==> run_1/cell_classes.png <==
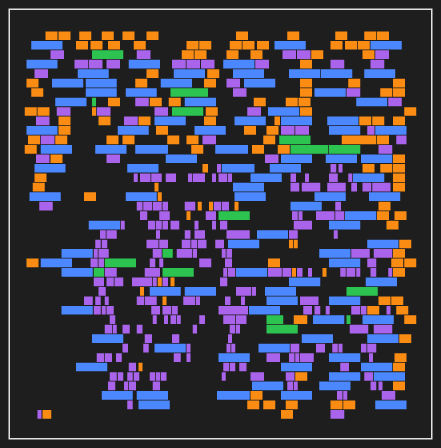
==> run_1/final_congestion.png <==
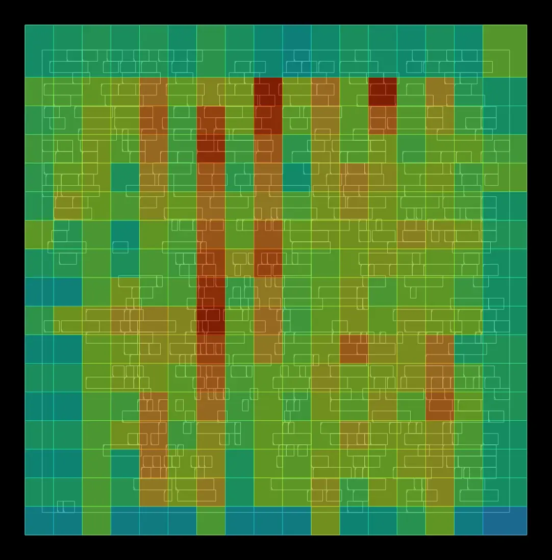
==> run_1/registers.png <==
Other sequential cells in the stronger grey, the rest of the logic in the fainter grey.
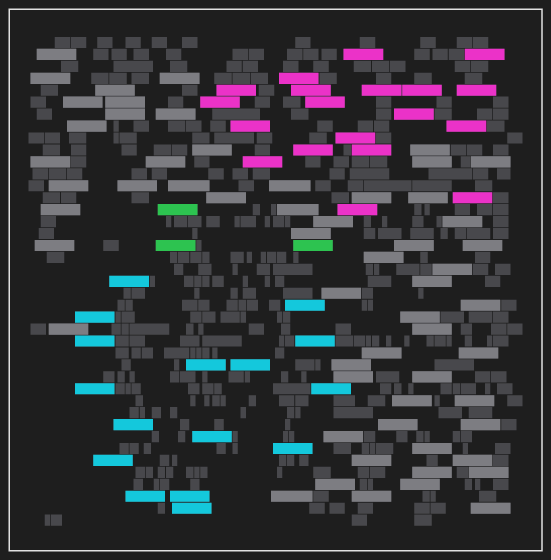
--- src/rtl/ebi_master.sv ---
// ebi_master -- initiator end of the Mecobo external bus interface (EBI).
//
// Turns single-word read/write requests into timed EBI bus cycles with
// programmable setup/strobe/hold phases, returns read data and write
// acknowledges, and synchronises the remote fpga_ready interrupt line.
//
// Ports:
//   clk, rst                 system clock (sys_clk domain), async active-high reset
//   req_valid/req_ready      request handshake; req_wr, req_addr, req_wdata payload
//   rsp_valid                one-cycle completion pulse with rsp_rdata / rsp_err
//   ebi_addr, ebi_data_o     bus address and write data (held while idle)
//   ebi_data_oe              data tristate enable for the toplevel pad mux
//   ebi_data_i               bus read data
//   ebi_cs, ebi_wr, ebi_rd   active-low chip select and strobes
//   ebi_ardy                 target ready (used only with EBI_ARDY_EN)
//   ebi_irq                  asynchronous interrupt from the target
//   irq_level, irq_rise      synchronised irq and its rising-edge pulse
//
// Build option: define EBI_ARDY_EN to let the target stretch the strobe via
// ebi_ardy, with an ARDY_TIMEOUT-cycle limit that reports rsp_err.
module ebi_master #(
    parameter int unsigned SETUP_CYC    = 2,
    parameter int unsigned STROBE_CYC   = 4,
    parameter int unsigned HOLD_CYC     = 2,
    parameter int unsigned TURN_CYC     = 1,
    parameter int unsigned ARDY_TIMEOUT = 255
) (
    input  logic        clk,
    input  logic        rst,
    input  logic        req_valid,
    output logic        req_ready,
    input  logic        req_wr,
    input  logic [18:0] req_addr,
    input  logic [15:0] req_wdata,
    output logic        rsp_valid,
    output logic [15:0] rsp_rdata,
    output logic        rsp_err,
    output logic [18:0] ebi_addr,
    output logic [15:0] ebi_data_o,
    output logic        ebi_data_oe,
    input  logic [15:0] ebi_data_i,
    output logic        ebi_cs,
    output logic        ebi_wr,
    output logic        ebi_rd,
    input  logic        ebi_ardy,
    input  logic        ebi_irq,
    output logic        irq_level,
    output logic        irq_rise
);

    typedef enum logic [2:0] {IDLE, SETUP, STROBE, HOLD, TURN} state_t;

    // Counter load values are "cycles - 1"; the phase ends when the counter is 0.
    localparam logic [15:0] SETUP_LD  = (SETUP_CYC  > 0) ? 16'(SETUP_CYC  - 1) : '0;
    localparam logic [15:0] STROBE_LD = (STROBE_CYC > 1) ? 16'(STROBE_CYC - 1) : '0;
    localparam logic [15:0] HOLD_LD   = (HOLD_CYC   > 0) ? 16'(HOLD_CYC   - 1) : '0;
    localparam logic [15:0] TURN_LD   = (TURN_CYC   > 0) ? 16'(TURN_CYC   - 1) : '0;

    state_t      state, state_nx;
    logic [15:0] cnt, cnt_nx;
    logic        txn_wr;
    logic [15:0] rdata_q;
    logic        accept, capture, done, end_strobe, timeout;
    logic        wr_sel, busy_nx;
    logic [15:0] rdata_nx;
    logic        err_nx;
    logic        cs_nx, wr_nx, rd_nx, oe_nx, ready_nx;
    logic [15:0] rsp_rdata_nx;
    logic        irq_s1;

`ifdef EBI_ARDY_EN
    logic        ardy_s1, ardy_s;
    logic [15:0] ext, ext_nx;
    logic        err_q;

    always_ff @(posedge clk or posedge rst) begin
        if (rst) begin
            ardy_s1 <= 1'b0;
            ardy_s  <= 1'b0;
        end else begin
            ardy_s1 <= ebi_ardy;
            ardy_s  <= ardy_s1;
        end
    end
`else
    logic unused_ardy;
    assign unused_ardy = ebi_ardy ^ (ARDY_TIMEOUT == 0);
`endif

    // State register
    always_ff @(posedge clk or posedge rst) begin
        if (rst) begin
            state <= IDLE;
            cnt   <= '0;
`ifdef EBI_ARDY_EN
            ext   <= '0;
`endif
        end else begin
            state <= state_nx;
            cnt   <= cnt_nx;
`ifdef EBI_ARDY_EN
            ext   <= ext_nx;
`endif
        end
    end

    // Next-state logic
    always_comb begin
        state_nx   = state;
        cnt_nx     = cnt;
        accept     = 1'b0;
        capture    = 1'b0;
        done       = 1'b0;
        end_strobe = 1'b0;
        timeout    = 1'b0;
`ifdef EBI_ARDY_EN
        ext_nx     = ext;
`endif
        case (state)
            IDLE: begin
                if (req_valid) begin
                    accept = 1'b1;
`ifdef EBI_ARDY_EN
                    ext_nx = '0;
`endif
                    if (SETUP_CYC > 0) begin
                        state_nx = SETUP;
                        cnt_nx   = SETUP_LD;
                    end else begin
                        state_nx = STROBE;
                        cnt_nx   = STROBE_LD;
                    end
                end
            end
            SETUP: begin
                if (cnt == '0) begin
                    state_nx = STROBE;
                    cnt_nx   = STROBE_LD;
                end else begin
                    cnt_nx = cnt - 16'd1;
                end
            end
            STROBE: begin
                if (cnt != '0) begin
                    cnt_nx = cnt - 16'd1;
                end else begin
`ifdef EBI_ARDY_EN
                    // Minimum strobe done: stretch while the target holds ardy low.
                    if (ardy_s) begin
                        end_strobe = 1'b1;
                        capture    = ~txn_wr;
                    end else if (ext == 16'(ARDY_TIMEOUT)) begin
                        end_strobe = 1'b1;
                        timeout    = 1'b1;
                    end else begin
                        ext_nx = ext + 16'd1;
                    end
`else
                    end_strobe = 1'b1;
                    capture    = ~txn_wr;
`endif
                end
                if (end_strobe) begin
                    if (HOLD_CYC > 0) begin
                        state_nx = HOLD;
                        cnt_nx   = HOLD_LD;
                    end else begin
                        done = 1'b1;
                    end
                end
            end
            HOLD: begin
                if (cnt == '0) begin
                    done = 1'b1;
                end else begin
                    cnt_nx = cnt - 16'd1;
                end
            end
            TURN: begin
                if (cnt == '0) begin
                    state_nx = IDLE;
                end else begin
                    cnt_nx = cnt - 16'd1;
                end
            end
            default: state_nx = IDLE;
        endcase
        if (done) begin
            if (!txn_wr && (TURN_CYC > 0)) begin
                state_nx = TURN;
                cnt_nx   = TURN_LD;
            end else begin
                state_nx = IDLE;
            end
        end
    end

    // Output logic: computes next output values from the next state so that
    // every bus/response output comes straight from a flop.
    always_comb begin
        wr_sel       = accept ? req_wr : txn_wr;
        busy_nx      = (state_nx == SETUP) || (state_nx == STROBE) || (state_nx == HOLD);
        cs_nx        = ~busy_nx;
        wr_nx        = ~((state_nx == STROBE) && wr_sel);
        rd_nx        = ~((state_nx == STROBE) && !wr_sel);
        oe_nx        = busy_nx && wr_sel;
        ready_nx     = (state_nx == IDLE);
        rdata_nx     = capture ? ebi_data_i : rdata_q;
`ifdef EBI_ARDY_EN
        err_nx       = timeout | err_q;
`else
        err_nx       = timeout;
`endif
        rsp_rdata_nx = rsp_rdata;
        if (done) begin
            if (txn_wr) rsp_rdata_nx = '0;
            else if (err_nx) rsp_rdata_nx = 16'hDEAD;
            else rsp_rdata_nx = rdata_nx;
        end
    end

    // Output and transaction registers
    always_ff @(posedge clk or posedge rst) begin
        if (rst) begin
            ebi_cs      <= 1'b1;
            ebi_wr      <= 1'b1;
            ebi_rd      <= 1'b1;
            ebi_data_oe <= 1'b0;
            ebi_addr    <= '0;
            ebi_data_o  <= '0;
            req_ready   <= 1'b1;
            rsp_valid   <= 1'b0;
            rsp_rdata   <= '0;
            rsp_err     <= 1'b0;
            txn_wr      <= 1'b0;
            rdata_q     <= '0;
`ifdef EBI_ARDY_EN
            err_q       <= 1'b0;
`endif
        end else begin
            ebi_cs      <= cs_nx;
            ebi_wr      <= wr_nx;
            ebi_rd      <= rd_nx;
            ebi_data_oe <= oe_nx;
            req_ready   <= ready_nx;
            rsp_valid   <= done;
            rsp_rdata   <= rsp_rdata_nx;
            rsp_err     <= done & err_nx;
            rdata_q     <= rdata_nx;
            if (accept) begin
                txn_wr   <= req_wr;
                ebi_addr <= req_addr;
                if (req_wr) ebi_data_o <= req_wdata;
            end
`ifdef EBI_ARDY_EN
            if (accept) err_q <= 1'b0;
            else if (timeout) err_q <= 1'b1;
`endif
        end
    end

    // Interrupt synchroniser, independent of the bus FSM
    always_ff @(posedge clk or posedge rst) begin
        if (rst) begin
            irq_s1    <= 1'b0;
            irq_level <= 1'b0;
            irq_rise  <= 1'b0;
        end else begin
            irq_s1    <= ebi_irq;
            irq_level <= irq_s1;
            irq_rise  <= irq_s1 & ~irq_level;
        end
    end

endmodule

--- config.mk ---
export PLATFORM = sky130hd
export DESIGN_NAME = ebi_master
export DESIGN_NICKNAME = d
export VERILOG_FILES = /design/src/rtl/ebi_master.sv
export SDC_FILE = /design/constraint.sdc
export NUM_CORES = 1
export LEC_CHECK = 0
export CELL_PAD_IN_SITES_DETAIL_PLACEMENT = 0
export CELL_PAD_IN_SITES_GLOBAL_PLACEMENT = 1
export CORE_AREA = 4 4 117 119
export CTS_CLUSTER_DIAMETER = 50
export DETAILED_ROUTE_END_ITERATION = 7
export DIE_AREA = 0 0 121 123
export GPL_TIMING_DRIVEN = 0
export PLACE_DENSITY_LB_ADDON = 0.1
export SLEW_MARGIN = 20
export SYNTH_ARGS = -nofsm -noshare
export SYNTH_HDL_FRONTEND = slang
export SYNTH_SLANG_ARGS = --single-unit
--- constraint.sdc ---
create_clock -name clk -period 3.3 [get_ports clk]
set_clock_uncertainty 0.05 [all_clocks]
set_input_delay 0.66 -clock clk [delete_from_list [all_inputs] [get_ports clk]]
set_output_delay 0.66 -clock clk [all_outputs]
set_load 0.05 [all_outputs]
==> impl_metrics.csv, run 1 <==
group,metric,value,unit
synth,synth_seq_share,0.573,
drt,drc,0,
run_status,status,"completed",
timing,max_freq,346,MHz
drt,vias_per_cell,4.79,
placement,gp_congestion,0.781,
clock_tree,clk_path_buf_depth,2,
power_and_ir_drop,p_leak,2.57,nW
synth,yosysUniqueCellTypes,48,
timing,final.setup.worst_slack,0.413,ns
clock_tree,htreeDepth,3,
synth,syn_nets,407,
timing,tns,0,ns
die,pin_count,117,
synth,syn_area,4200,µm²
clock_tree,cts_hold_buf,0,
drt,drtIter0Drc,269,
die,core,12600,µm²
power_and_ir_drop,power_density,619,nW/µm²
die,fp_util,0.334,
clock_tree,postCtsSetupRepairBufs,0,
worst_setup_path,critPathTopFamily,"simple AND/OR/NAND/NOR gates",
global_route,grt.overflow.total,0,
die,placementRows,41,
worst_setup_path,crit_buf_inv,1,
timing,slew_viol_final,0,
synth,ys_chip_area,4200,µm²
cells_and_area,layout-drive-gt1-share,0.171,
worst_setup_path,crit_path_max_fanout,5,
cells_and_area,area_growth,40.8,%
placement,port_buffers,114,
global_route,antenna_found_initial,0,
clock_tree,clock-sinks,96,
synth,ys_sh_aoi,0.0927,
synth,ys_sh_simple,0.133,
worst_setup_path,worstPathRequired,3.46,ns
worst_setup_path,arrival,3.05,ns
## Picture notes: cell_classes.png
[green] clock drivers and dummy loads | cells: 16
[orange] other buffers and delay cells | cells: 135
[blue] flip-flops | cells: 96
[purple] all other logic | cells: 232

## Picture notes: final_congestion.png
GR peak layer: met2
Total GRT Usage: 0.140
fin util: 0.470

## Picture notes: registers.png
[cyan] cnt | placed flops: 16
[magenta] ebi_addr | placed flops: 19
[green] state | placed flops: 3

==> run 1: synth_stat cells (all sizes together), types with 3 or more instances <==
| library cell | instances |
|---|---|
| a211oi | 5 |
| nand3b | 19 |
| dfrtp | 92 |
| a211o | 3 |
| buf | 5 |
| mux2 | 51 |
| or3 | 3 |
| nand2b | 3 |
| a21oi | 7 |
| nand3 | 7 |
| nand2 | 15 |
| nor2 | 15 |
| nor2b | 4 |
| nor3 | 11 |
| inv | 21 |
| o21ai | 26 |
| and3 | 5 |
| dfstp | 4 |
| a31oi | 10 |
| clkbuf | 15 |
==> run 1: where the power goes <==
part | switching [mW] | internal [mW]
sequential | 0.162 | 1.35
clock | 0.451 | 0.689
combinational | 0.587 | 0.415
total | 1.20 | 2.46
==> run 1: layer usage <==
layer  vias to the layer above  track usage  wire length [µm]
li1                       1484            -                 -
met1                      1549        0.184              4540
met2                        74        0.218              4950
met3                        14       0.0448               522
met4                         0       0.0531               182
met5                         -            0                 0
==> run 1: cell families (layout without fill, tap and decap cells) <==
group | Yosys count | count (layout)
AOI/OAI and AO/OA | 63 | 63
xor gates and xnor gates | 2 | 2
adders and majority gates | 2 | 2
buffers and inverters | 41 | 172
DFF | 96 | 96
muxes | 53 | 53
other | 1 | 1
and+or+nand+nor | 90 | 90
==> run 1: final cells by class <==
class | count | area [µm²]
Clock buffer | 12 | 246
Inverter | 21 | 83.8
Tap cell | 172 | 215
Timing Repair Buffer | 115 | 1170
Clock inverter | 4 | 77.6
Fill cell | 1193 | 6660
Buffer | 20 | 88.8
Sequential cell | 96 | 2410
Multi-Input combinational cell | 211 | 1620
==> run 1: metrics by stage <==
stage,power (mW),instance area (µm²)
after CTS,3.71,5910
after global placement,2.52,5560
final,3.66,5910
after global routing,3.88,5910
after detailed placement,2.55,5590
after floorplan,2.19,4200
==> run 1: sequential cells by signal (all words and copies together) (netlist names) <==
register     flops
ebi_rd           1
ebi_wr           1
irq_level        1
rdata_q         16
ebi_data_oe      1
ebi_cs           1
ebi_data_o      16
rsp_rdata       16
cnt             16
irq_s1           1
req_ready        1
ebi_addr        19
state            3
txn_wr           1
rsp_valid        1
irq_rise         1
==> run 1: path summary, 6_finish.rpt <==
kind / start / end / depth (start not counted)
min in group asynchronous: rst / irq_rise$_DFF_PP0_ / 2
max reg2reg: cnt[0]$_DFF_PP0_ / cnt[0]$_DFF_PP0_ / 10
min reg2reg: irq_s1$_DFF_PP0_ / irq_level$_DFF_PP0_ / 0
min: irq_s1$_DFF_PP0_ / irq_level$_DFF_PP0_ / 0
max in group asynchronous: rst / req_ready$_DFF_PP1_ / 3
max: cnt[0]$_DFF_PP0_ / cnt[0]$_DFF_PP0_ / 10
==> run 1: worst register-to-register path: stages (launching register included) <==
cell,delay (ns)
dfrtp_1,0.44
inv_1,0.08
ha_1,0.23
or4b_1,0.51
nor3_1,0.47
nand3_1,0.18
ha_1,0.32
nand2_1,0.07
o21ai_0,0.07
a211oi_1,0.25
a211oi_1,0.07
## Run 2: what changed since run 1
- CAP_MARGIN: default -> 30
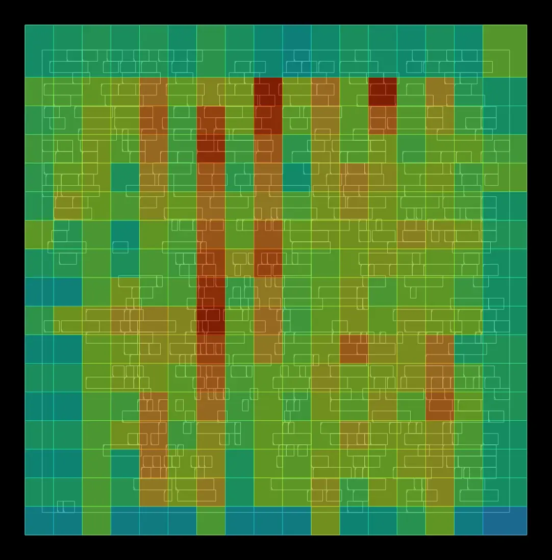
(run_2/final_congestion.png)
met1 Usage GRT: 0.184
routed length per placed instance: 15.6 µm

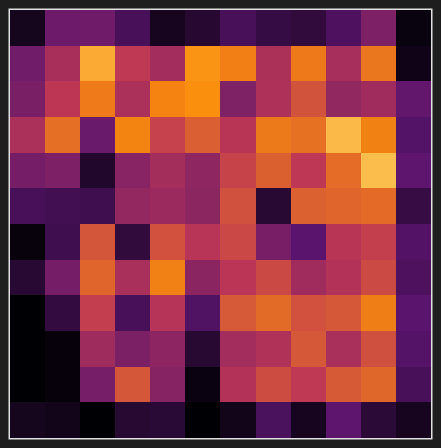
(run_2/density.png)
12 x 12 tiles, from black (low) to pale yellow (high), 0 to 100% covered.
fullest tile: 86%
mean over tiles: 38%
tiles over 75% full: 3.5%
emptiest ninth of the die: lower left
nearly empty tiles: 4.9%

==> impl_metrics.csv, run 2 <==
group,metric,value,unit
run_status,status,"completed",
power_and_ir_drop,p_leak,2.57,nW
synth,most_common_cell,"dfrtp_1",
clock_tree,postCtsSetupRepairBufs,0,
cells_and_area,final_area,5910,µm²
timing,slew_viol_final,0,
clock_tree,clock-sinks,96,
cells_and_area,layout-drive-gt1-share,0.171,
die,fp_util,0.334,
synth,syn_nets,407,
global_route,grt_use_total,0.140,
worst_setup_path,critPathTopFamily,"simple AND/OR/NAND/NOR gates",
clock_tree,clk_path_buf_depth,2,
power_and_ir_drop,seq_power_share,0.414,
power_and_ir_drop,switching_share,0.328,
cells_and_area,largest_register_ffs,19,
power_and_ir_drop,power_density,619,nW/µm²
power_and_ir_drop,p_int,2.46,mW
synth,synth_seq_share,0.573,
placement,dpl-instance-area,5590,µm²
drt,vias_per_cell,4.79,
placement,gp_congestion,0.781,
die,placementRows,41,
timing,tns,0,ns
global_route,antenna_found_initial,0,
power_and_ir_drop,p_switching,1.20,mW
drt,drtIter0Drc,269,
synth,yosysUniqueCellTypes,48,
power_and_ir_drop,fin_total_pwr,3.66,mW
power_and_ir_drop,p_comb_frac,0.274,
synth,syn_area,4200,µm²
cells_and_area,regMostFlops,"ebi_addr",
cells_and_area,final_core_util,0.470,
synth,common_cells,"dfrtp_1 (92), mux2_2 (41), o21ai_0 (26), inv_1 (21), nand3b_1 (19)",
cells_and_area,area_growth,40.8,%
worst_setup_path,crit_buf_inv,1,
worst_setup_path,crit_path_max_fanout,5,
global_route,grt.overflow.total,0,
placement,port_buffers,114,
die,core,12600,µm²
timing,final.setup.worst_slack,0.413,ns
worst_setup_path,arrival,3.05,ns
worst_setup_path,worstPathRequired,3.46,ns
run 2: cell counts after synthesis:
No cell type changed its count.
run 2: cell families (layout without fill, tap and decap cells):
group / count (synthesis) / after routing / synth area share
flops: 96 / 96 / 0.573
simple gates: 90 / 90 / 0.133
compound gates: 63 / 63 / 0.0927
mux: 53 / 53 / 0.150
buf+inv: 41 / 172 / 0.0399
fa+ha+maj: 2 / 2 / 0.00596
xor+xnor: 2 / 2 / 0.00417
other cells: 1 / 1 / 0.000893
run 2: final cells by class:
type	instances	area (µm²)
Fill cell	1193	6660
Clock inverter	4	77.6
Clock buffer	12	246
Sequential cell	96	2410
Tap cell	172	215
Inverter	21	83.8
Timing Repair Buffer	115	1170
Multi-Input combinational cell	211	1620
Buffer	20	88.8
run 2: worst paths after layout:
check                                 startpoint                   to  slack, ns  depth (start not counted)
worst max-delay path            cnt[0]$_DFF_PP0_     cnt[0]$_DFF_PP0_       0.41                         10
worst min-delay path            irq_s1$_DFF_PP0_  irq_level$_DFF_PP0_       0.33                          0
worst max register to register  cnt[0]$_DFF_PP0_     cnt[0]$_DFF_PP0_       0.41                         10
worst min register to register  irq_s1$_DFF_PP0_  irq_level$_DFF_PP0_       0.33                          0
max in group asynchronous                    rst  req_ready$_DFF_PP1_       1.92                          3
min in group asynchronous                    rst   irq_rise$_DFF_PP0_       0.62                          2
run 2: through the flow:
step           hold WS [ns]  std cells
2_1_floorplan         0.297        348
3_3_place_gp          0.304        634
3_5_place_dp          0.318        635
4_1_cts               0.330        651
5_1_grt               0.343        651
6_report              0.330        651
run 2: layer usage:
layer,wire [µm],vias to the layer above,track usage,share of wire
met2,4950,74,0.218,0.49
li1,-,1484,-,-
met3,522,14,0.0448,0.051
met1,4540,1549,0.184,0.45
met5,0,-,0,0
met4,182,0,0.0531,0.018
run 2: power groups by stage:
| stage | clock, mW | combinational, mW | sequential, mW |
|---|---|---|---|
| 2_1_floorplan | 0 | 0.417 | 1.77 |
| 3_3_place_gp | 0 | 0.996 | 1.53 |
| 3_5_place_dp | 0 | 1.01 | 1.54 |
| 4_1_cts | 1.18 | 1.02 | 1.52 |
| 5_1_grt | 1.23 | 1.10 | 1.55 |
| 6_report | 1.14 | 1.00 | 1.52 |
Power and IR drop assume default switching activity.
